`src/rtl/rsp_xarb_if.sv`:
```
// Handshake bundle between response sources, targets and the crossbar matrix grant vectors.
interface rsp_xarb_if #(
    parameter int NS = 5,
    parameter int NT = 3,
    parameter int DW = 2
);
    logic [NS-1:0]    src_vld;
    logic [NS*DW-1:0] src_dst;
    logic [NS-1:0]    src_last;
    logic [NS-1:0]    src_rdy;
    logic [NT-1:0]    tgt_vld;
    logic [NT-1:0]    tgt_last;
    logic [NT-1:0]    tgt_rdy;
    logic [NS*NT-1:0] src_req;

    modport slave (
        input  src_vld, src_dst, src_last, tgt_rdy,
        output src_rdy, tgt_vld, tgt_last, src_req
    );

    modport master (
        output src_vld, src_dst, src_last, tgt_rdy,
        input  src_rdy, tgt_vld, tgt_last, src_req
    );
endinterface

```
`src/rtl/rsp_xarb.sv`:
```
// Response crossbar allocator: one round-robin owner FSM per target, grant held per packet.
// Optional macro RSP_XARB_B2B_EN: re-arbitrate in the release cycle (no idle gap between packets).
module rsp_xarb_tgt #(
    parameter int NS = 5,
    parameter int AW = 3
) (
    input  logic          clk,
    input  logic          rst,
    input  logic [NS-1:0] cand,
    input  logic [NS-1:0] src_vld,
    input  logic [NS-1:0] src_last,
    input  logic          tgt_rdy,
    output logic [NS-1:0] gnt,
    output logic          tgt_vld,
    output logic          tgt_last
);
    typedef enum logic {IDLE, BUSY} state_t;
    localparam logic [AW:0] NS_W = (AW+1)'(NS);

    state_t        state;
    logic [AW-1:0] own, ptr, start, win, nxt;
    logic [AW:0]   idx;
    logic          found, rel, arb;

    assign rel = (state == BUSY) && src_vld[own] && tgt_rdy && src_last[own];
    assign nxt = (own == AW'(NS-1)) ? '0 : own + AW'(1);

`ifdef RSP_XARB_B2B_EN
    // releasing source is still flagged as an owner this cycle, so it is excluded from cand
    assign arb   = (state == IDLE) || rel;
    assign start = rel ? nxt : ptr;
`else
    assign arb   = (state == IDLE);
    assign start = ptr;
`endif

    always_comb begin
        found = 1'b0;
        win   = '0;
        idx   = '0;
        for (int i = 0; i < NS; i++) begin
            idx = {1'b0, start} + (AW+1)'(i);
            if (idx >= NS_W) idx = idx - NS_W;
            if (!found && cand[idx[AW-1:0]]) begin
                found = 1'b1;
                win   = idx[AW-1:0];
            end
        end
    end

    always_ff @(posedge clk or posedge rst) begin
        if (rst) begin
            state <= IDLE;
            own   <= '0;
            ptr   <= '0;
            gnt   <= '0;
        end else begin
            if (rel) begin
                state <= IDLE;
                ptr   <= nxt;
                gnt   <= '0;
            end
            if (arb && found) begin
                state <= BUSY;
                own   <= win;
                gnt   <= NS'(1) << win;
            end
        end
    end

    assign tgt_vld  = (state == BUSY) && src_vld[own];
    assign tgt_last = (state == BUSY) && src_last[own];
endmodule

module rsp_xarb #(
    parameter int NS = 5,
    parameter int NT = 3,
    parameter int DW = 2
) (
    input  logic        clk,
    input  logic        rst,
    rsp_xarb_if.slave   bus
);
    localparam int AW = (NS > 1) ? $clog2(NS) : 1;

    logic [NT-1:0][NS-1:0] gnt, cand;
    logic [NS-1:0]         owned, rdy;
    logic [NT-1:0]         tv, tl;
    logic [NS*NT-1:0]      req;

    // dst values >= NT match no target and are therefore never granted
    always_comb begin
        owned = '0;
        cand  = '0;
        for (int t = 0; t < NT; t++) owned = owned | gnt[t];
        for (int t = 0; t < NT; t++)
            for (int k = 0; k < NS; k++)
                cand[t][k] = bus.src_vld[k] && !owned[k] && (bus.src_dst[k*DW +: DW] == DW'(t));
    end

    generate
        for (genvar t = 0; t < NT; t++) begin : g_tgt
            rsp_xarb_tgt #(.NS(NS), .AW(AW)) u_tgt (
                .clk      (clk),
                .rst      (rst),
                .cand     (cand[t]),
                .src_vld  (bus.src_vld),
                .src_last (bus.src_last),
                .tgt_rdy  (bus.tgt_rdy[t]),
                .gnt      (gnt[t]),
                .tgt_vld  (tv[t]),
                .tgt_last (tl[t])
            );
        end
    endgenerate

    always_comb begin
        rdy = '0;
        req = '0;
        for (int t = 0; t < NT; t++)
            for (int k = 0; k < NS; k++) begin
                rdy[k]        = rdy[k] | (gnt[t][k] & bus.tgt_rdy[t]);
                req[k*NT + t] = gnt[t][k];
            end
    end

    assign bus.src_rdy  = rdy;
    assign bus.src_req  = req;
    assign bus.tgt_vld  = tv;
    assign bus.tgt_last = tl;
endmodule

```
`src/flat_wrapper.sv`:
```
// flat-port wrapper written by rule: the top's interface ports become plain ports
module rsp_xarb_flat 
#(
    parameter int NS = 5,
    parameter int NT = 3,
    parameter int DW = 2
)
  (clk, rst, bus_src_vld, bus_src_dst, bus_src_last, bus_tgt_rdy, bus_src_rdy, bus_tgt_vld, bus_tgt_last, bus_src_req);
  rsp_xarb_if #(.NS(NS), .NT(NT), .DW(DW)) bus_i ();
  input  logic clk;
  input  logic rst;
  input wire logic [$bits(bus_i.src_vld)-1:0] bus_src_vld;
  input wire logic [$bits(bus_i.src_dst)-1:0] bus_src_dst;
  input wire logic [$bits(bus_i.src_last)-1:0] bus_src_last;
  input wire logic [$bits(bus_i.tgt_rdy)-1:0] bus_tgt_rdy;
  output wire logic [$bits(bus_i.src_rdy)-1:0] bus_src_rdy;
  output wire logic [$bits(bus_i.tgt_vld)-1:0] bus_tgt_vld;
  output wire logic [$bits(bus_i.tgt_last)-1:0] bus_tgt_last;
  output wire logic [$bits(bus_i.src_req)-1:0] bus_src_req;
  assign bus_i.src_vld = bus_src_vld;
  assign bus_i.src_dst = bus_src_dst;
  assign bus_i.src_last = bus_src_last;
  assign bus_i.tgt_rdy = bus_tgt_rdy;
  assign bus_src_rdy = bus_i.src_rdy;
  assign bus_tgt_vld = bus_i.tgt_vld;
  assign bus_tgt_last = bus_i.tgt_last;
  assign bus_src_req = bus_i.src_req;
  rsp_xarb #(.NS(NS), .NT(NT), .DW(DW)) u_core (.clk(clk), .rst(rst), .bus(bus_i));
endmodule
```
`config.mk`:
```
export PLATFORM = sky130hd
export DESIGN_NAME = rsp_xarb_flat
export DESIGN_NICKNAME = d
export VERILOG_FILES = /design/src/rtl/rsp_xarb_if.sv /design/src/rtl/rsp_xarb.sv /design/src/flat_wrapper.sv
export SDC_FILE = /design/constraint.sdc
export NUM_CORES = 1
export LEC_CHECK = 0
export CELL_PAD_IN_SITES_DETAIL_PLACEMENT = 1
export CELL_PAD_IN_SITES_GLOBAL_PLACEMENT = 1
export CORE_ASPECT_RATIO = 1.4
export CORE_UTILIZATION = 49
export DETAILED_ROUTE_END_ITERATION = 10
export MAX_ROUTING_LAYER = met4
export PLACE_DENSITY_LB_ADDON = 0.1
export SKIP_LAST_GASP = 1
export SYNTH_ARGS = -nofsm -noshare
export SYNTH_HDL_FRONTEND = slang
export SYNTH_HIERARCHICAL = 1
export SYNTH_SLANG_ARGS = --single-unit
export TNS_END_PERCENT = 100
```
`constraint.sdc`:
```
create_clock -name clk -period 6.72 [get_ports clk]
set_clock_uncertainty 0.1 [all_clocks]
set_input_delay 1.008 -clock clk [delete_from_list [all_inputs] [get_ports clk]]
set_output_delay 1.008 -clock clk [all_outputs]
set_load 0.01 [all_outputs]
```
layer_met2.png
Scale: 3 px per um.
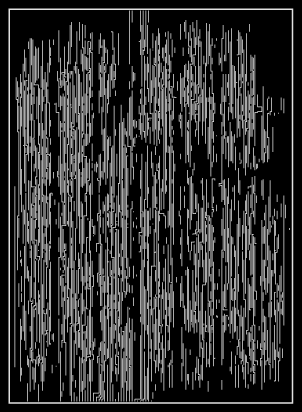
- wire length on this layer: 11000 um
- longest straight run: 66.5 um
- share of all routed wire: 54%
- nets with wire on the layer: 703

congestion.png
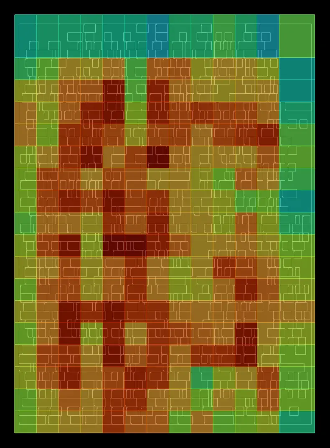
grt met3 use: 3.01%
GR Util All Layers: 34.3%

==> flow_metrics.env <==
# flow metrics
export IMPL_status="finished, final reports clean"
export IMPL_cpPeakStageDelay_ns=1.10
export IMPL_fillers=1387
export IMPL_finalMaxSlewViolations=0
export IMPL_routedWlPerCell_um=23.7
export IMPL_top_area_cell="dfrtp_1"
export IMPL_final_util_pct=56.6
export IMPL_cp_max_fo=9
export IMPL_core_um2=11500
export IMPL_grt_antenna_before_repair=0
export IMPL_avgSynthCellArea_um2=8.56
export IMPL_area_leaders="dfrtp_1, ha_1, mux2i_1"
export IMPL_r2r_start="u_core/g_tgt[1].u_tgt/gnt[3]"
export IMPL_ant_nets=0
export IMPL_reg2reg_depth=10
export IMPL_yosys_warnings=6
export IMPL_die_y_um=131
export IMPL_dp_hpwl_um=15800
export IMPL_slew_headroom_pct=8.00
detail.png
Window x 34 to 59, y 53 to 78 um. Cells in grey, sequential cells in the stronger grey; small squares are vias.
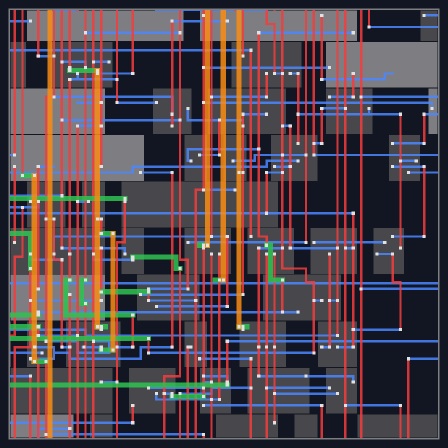
- green: metal 3
- blue: metal 1
- orange: metal 4
- red: metal 2
- cells with their middle in the window: 41
- sequential cells in the window: 6
- most frequent: dfrtp_1 (6), nor3b_1 (5), inv_1 (5)
- netlist names of flops here include: `u_core/g_tgt.u_tgt/gnt` (3), `u_core/g_tgt.u_tgt/own` (2)

==> layout make-up <==
| class | count | area share, % |
|---|---|---|
| sequential | 36 | 13.9 |
| inverter | 59 | 3.41 |
| timing repair buffer | 54 | 8.18 |
| tap | 144 | 2.78 |
| clock buffer | 6 | 1.99 |
| clock inverter | 1 | 0.0771 |
| multi-input combinational | 559 | 69.7 |
==> per-layer routing <==
metal | part of all wire, % | global-route usage [%] | vias up
met5 | 0 | - | -
met4 | 4.0 | 13.8 | 0
met3 | 3.0 | 3.01 | 60
met2 | 54 | 64.5 | 167
met1 | 39 | 36.5 | 2964
li1 | - | - | 2678
==> kinds of logic (layout without fill, tap and decap cells) <==
kind of cell / Yosys count / after routing / synth area share [%]
simple gates: 239 / 239 / 23.9
compound gates: 230 / 230 / 33.5
buf+inv: 83 / 120 / 6.54
mux: 48 / 48 / 11.6
flops: 36 / 36 / 15.5
fa+ha+maj: 33 / 33 / 7.51
xor+xnor: 9 / 9 / 1.36
==> flip-flops by register name (all words and copies together), names as in the netlist <==
signal                    cells
u_core/g_tgt.u_tgt/gnt       15
u_core/g_tgt.u_tgt/own        9
u_core/g_tgt.u_tgt/ptr        9
u_core/g_tgt.u_tgt/state      3
==> through the flow <==
step                      instances  instance area, um2  worst slack [ns]  hold slack [ns]
after floorplan                 678                5800              3.16            0.456
final                           859                6490              1.64            0.506
after CTS                       859                6490              1.73            0.512
after global routing            859                6490              1.48            0.524
after global placement          852                6350              1.66            0.468
after detailed placement        852                6350              1.52            0.470
==> synth_stat cells, drive strengths merged (12+ instances only) <==
library cell  instances
nand3                12
o32ai                12
mux2i                30
nor2b                21
nor3b                16
o22ai                15
nor2                 39
and3                 12
nand2                33
nor3                 26
buf                  18
ha                   30
a31oi                12
dfrtp                36
nand2b               33
a21oi                51
mux4                 12
inv                  56
o21ai                21
a21o                 18
==> worst max path at each step <==
stage / end / slack (ns) / depth (start not counted)
2_1_floorplan: u_core/g_tgt[1].u_tgt/gnt[0] / 3.16 / 9
3_3_place_gp: u_core/g_tgt[2].u_tgt/gnt[1] / 1.66 / 11
3_5_place_dp: u_core/g_tgt[2].u_tgt/gnt[2] / 1.52 / 11
4_1_cts: u_core/g_tgt[2].u_tgt/gnt[2] / 1.73 / 11
5_1_grt: u_core/g_tgt[2].u_tgt/gnt[2] / 1.48 / 11
6_report: u_core/g_tgt[2].u_tgt/gnt[2] / 1.64 / 11
==> critical path: cells and delay by family <==
family	cells	cell delay (ns)
buf+inv	1	0.55
mux	1	0.32
simple gates	3	1.83
compound gates	6	1.45
